File: src/rtl/instruction_fetch_unit.sv
// ============================================================================
// instruction_fetch_unit
//
// Program counter and instruction-fetch stage sitting in front of the main
// control decoder. Each instruction is fetched over a req/ack handshake,
// held in a register for one (or more, if stalled) execute cycles, and the
// decoder/ALU results of that execute cycle choose the next PC.
//
// Ports:
//   clk, reset            clock; asynchronous active-high reset
//   imem_req/imem_addr    fetch request (held until ack) and fetch address
//   imem_ack/imem_rdata   memory acknowledge with same-cycle read data
//   instr/instr_valid     registered current instruction, valid in EXEC
//   pc/pc_plus4           address of current instruction and pc + 4
//   BranchEQ/BranchNE     decoder branch outputs for the current instruction
//   Jump/JR               decoder jump and jump-register requests
//   Zero                  ALU zero flag for the current instruction
//   rs_data               register-file rs value (JR target)
//   stall                 hold the current instruction in EXEC
//   retired               count of completed instructions (wraps)
//   pc_misaligned         sticky flag: a JR target was not word-aligned
// ============================================================================
module instruction_fetch_unit #(
    parameter logic [31:0] RESET_PC = 32'h0040_0000
) (
    input  logic        clk,
    input  logic        reset,
    output logic        imem_req,
    output logic [31:0] imem_addr,
    input  logic        imem_ack,
    input  logic [31:0] imem_rdata,
    output logic [31:0] instr,
    output logic        instr_valid,
    output logic [31:0] pc,
    output logic [31:0] pc_plus4,
    input  logic        BranchEQ,
    input  logic        BranchNE,
    input  logic        Jump,
    input  logic        JR,
    input  logic        Zero,
    input  logic [31:0] rs_data,
    input  logic        stall,
    output logic [31:0] retired,
    output logic        pc_misaligned
);

    typedef enum logic [1:0] {
        IDLE = 2'd0,
        REQ  = 2'd1,
        EXEC = 2'd2
    } state_t;

    state_t      state_q, state_d;
    logic [31:0] pc_q, pc_d;
    logic [31:0] instr_q, instr_d;
    logic [31:0] retired_q, retired_d;
    logic        misaligned_q, misaligned_d;

    logic [31:0] pc_plus4_w;
    logic [31:0] branch_off;
    logic        branch_taken;
    logic [31:0] next_pc;

    // ------------------------------------------------------------------------
    // Next-PC selection (only consumed on the final, non-stalled EXEC cycle)
    // ------------------------------------------------------------------------
    assign pc_plus4_w   = pc_q + 32'd4;
    assign branch_off   = {{14{instr_q[15]}}, instr_q[15:0], 2'b00};
    // Both branch kinds high at once means "taken if either condition holds".
    assign branch_taken = (BranchEQ & Zero) | (BranchNE & ~Zero);

    always_comb begin
        next_pc = pc_plus4_w;
        if (JR) begin
            next_pc = {rs_data[31:2], 2'b00};
        end else if (Jump) begin
            next_pc = {pc_plus4_w[31:28], instr_q[25:0], 2'b00};
        end else if (branch_taken) begin
            next_pc = pc_plus4_w + branch_off;
        end
    end

    // ------------------------------------------------------------------------
    // FSM next state and datapath register updates
    // ------------------------------------------------------------------------
    always_comb begin
        state_d      = state_q;
        pc_d         = pc_q;
        instr_d      = instr_q;
        retired_d    = retired_q;
        misaligned_d = misaligned_q;

        case (state_q)
            IDLE: begin
                state_d = REQ;
            end
            REQ: begin
                // imem_ack only has meaning here; it is ignored in every other state.
                if (imem_ack) begin
                    instr_d = imem_rdata;
                    state_d = EXEC;
                end
            end
            EXEC: begin
                if (!stall) begin
                    pc_d      = next_pc;
                    retired_d = retired_q + 32'd1;
                    if (JR && (rs_data[1:0] != 2'b00)) begin
                        misaligned_d = 1'b1;
                    end
                    state_d = REQ;
                end
            end
            default: begin
                state_d = IDLE;
            end
        endcase
    end

    // Reset is asynchronous so an in-flight request drops immediately and a
    // coincident ack can never be latched.
    always_ff @(posedge clk or posedge reset) begin
        if (reset) begin
            state_q      <= IDLE;
            pc_q         <= RESET_PC;
            instr_q      <= 32'h0000_0000;
            retired_q    <= 32'h0000_0000;
            misaligned_q <= 1'b0;
        end else begin
            state_q      <= state_d;
            pc_q         <= pc_d;
            instr_q      <= instr_d;
            retired_q    <= retired_d;
            misaligned_q <= misaligned_d;
        end
    end

    // ------------------------------------------------------------------------
    // Outputs
    // ------------------------------------------------------------------------
    assign imem_req      = (state_q == REQ);
    assign imem_addr     = pc_q;
    assign instr         = instr_q;
    assign instr_valid   = (state_q == EXEC);
    assign pc            = pc_q;
    assign pc_plus4      = pc_plus4_w;
    assign retired       = retired_q;
    assign pc_misaligned = misaligned_q;

endmodule
File: config.mk
export PLATFORM = sky130hd
export DESIGN_NAME = instruction_fetch_unit
export DESIGN_NICKNAME = d
export VERILOG_FILES = /design/src/rtl/instruction_fetch_unit.sv
export SDC_FILE = /design/constraint.sdc
export NUM_CORES = 1
export LEC_CHECK = 0
export CAP_MARGIN = 20
export CORE_AREA = 2 2 126 128
export DETAILED_ROUTE_END_ITERATION = 10
export DIE_AREA = 0 0 128 130
export PLACE_DENSITY = 0.81
export SLEW_MARGIN = 40
export SYNTH_ARGS = -nofsm -noshare
export SYNTH_HDL_FRONTEND = slang
export SYNTH_SLANG_ARGS = --single-unit
File: constraint.sdc
create_clock -name clk -period 4.3 [get_ports clk]
set_input_delay 1.075 -clock clk [delete_from_list [all_inputs] [get_ports clk]]
set_output_delay 1.075 -clock clk [all_outputs]
set_load 0.005 [all_outputs]
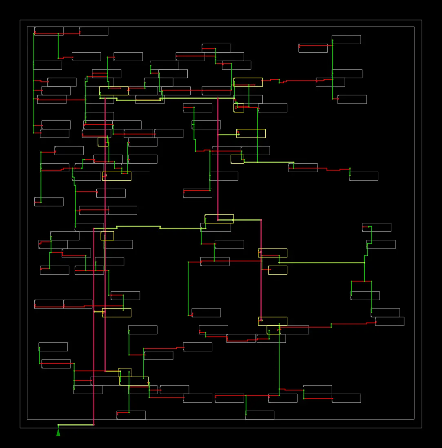
Fig. 1. Clock routing.
clk_lat worst skew: 360 ps
Clk power: 0.847 mW

==> flow_summary.ini <==
; physical design summary
[floorplan]
die_w_um = 128
die_y_um = 130
core_um2 = 15400
die_area_um2 = 16600
fp_util = 0.454

[logic_synthesis]
ys_seq_frac = 0.347
mux_area_frac = 0.0616
synth-edff-count = 0
yosys_cells = 794
synthCells = 794
avgSynthCellArea_um2 = 8.82

[critical_path]
critical_path.startpoint = imem_addr[4]
r2r_cells = 15
endpoint = pc_plus4[31]

[final_layout]
lay_top_count = clkdlybuf4s50_1
buffer_area_frac = 0.255
nNonClkInverters = 18
seq_area_um2 = 2430
syn2layout_area_growth_pct = 38.4
seqAreaFraction = 0.251

[final_timing]
finalHoldViolations = 0
relSlewSlack = 0.442
hold_ws_ps = 489

[min_path]
hp-start = pc_misaligned

[detailed_routing]
wl_um = 23300
post_drt_wl_per_cell_um = 19.5
detail-route-antenna-nets = 0
firstDrtPassIters = 7
top_layer_used = met4
vias_per_cell = 5.78
wl_met2_um = 11000

[pwr]
vdd_drop_max_mv = 0.478
sw_frac_of_total = 0.441
combPwrFrac = 0.652
power_switching_mw = 3.25
power-top-group = combinational logic
clockPowerShare = 0.115
p_total_mw = 7.38

[clocking]
hold_buffers = 0
cts_buffers = 9
clkTransAtPathRegs_ps = 70

[global_routing]
met1_usage = 0.372
grt_max_degree = 53

[status]
outcome = completed
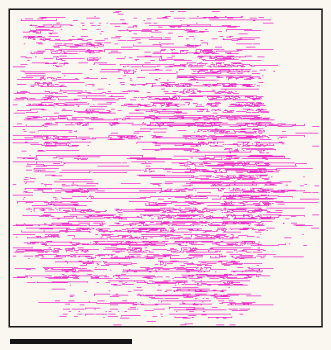
Fig. 2. Metal 1.
Scale bar: 50 um.
longest straight run	43.7 um
nets with wire on the layer	990
main direction	horizontal
share of all routed wire	42%
wire length on this layer	9,720 um

stage by stage:
| step | std cells | utilization |
|---|---|---|
| after global placement | 1178 | 0.608 |
| after global routing | 1194 | 0.628 |
| after floorplan | 799 | - |
| after detailed placement | 1178 | 0.608 |
| final | 1194 | 0.628 |
| after CTS | 1194 | 0.628 |
critical path, cell delays in order (launching register included):
cell and delay, ps:
dfrtp_1 480, and4_4 300, nand4_4 140, or3_4 440, nor2_1 280, nand3_1 140, xnor2_1 360, clkdlybuf4s50_1 590
registers in the layout, summed over array words and instances, names as in the netlist:
| name | count |
|---|---|
| imem_addr | 30 |
| instr | 32 |
| pc_misaligned | 1 |
| retired | 32 |
| state_q | 2 |
timing repair:
item,CTS,global route
gates resized,0,1
setup endpoints to repair,0,4
setup buffers,0,0
Power figures rest on the tool's default switching activity, not on a simulated workload.
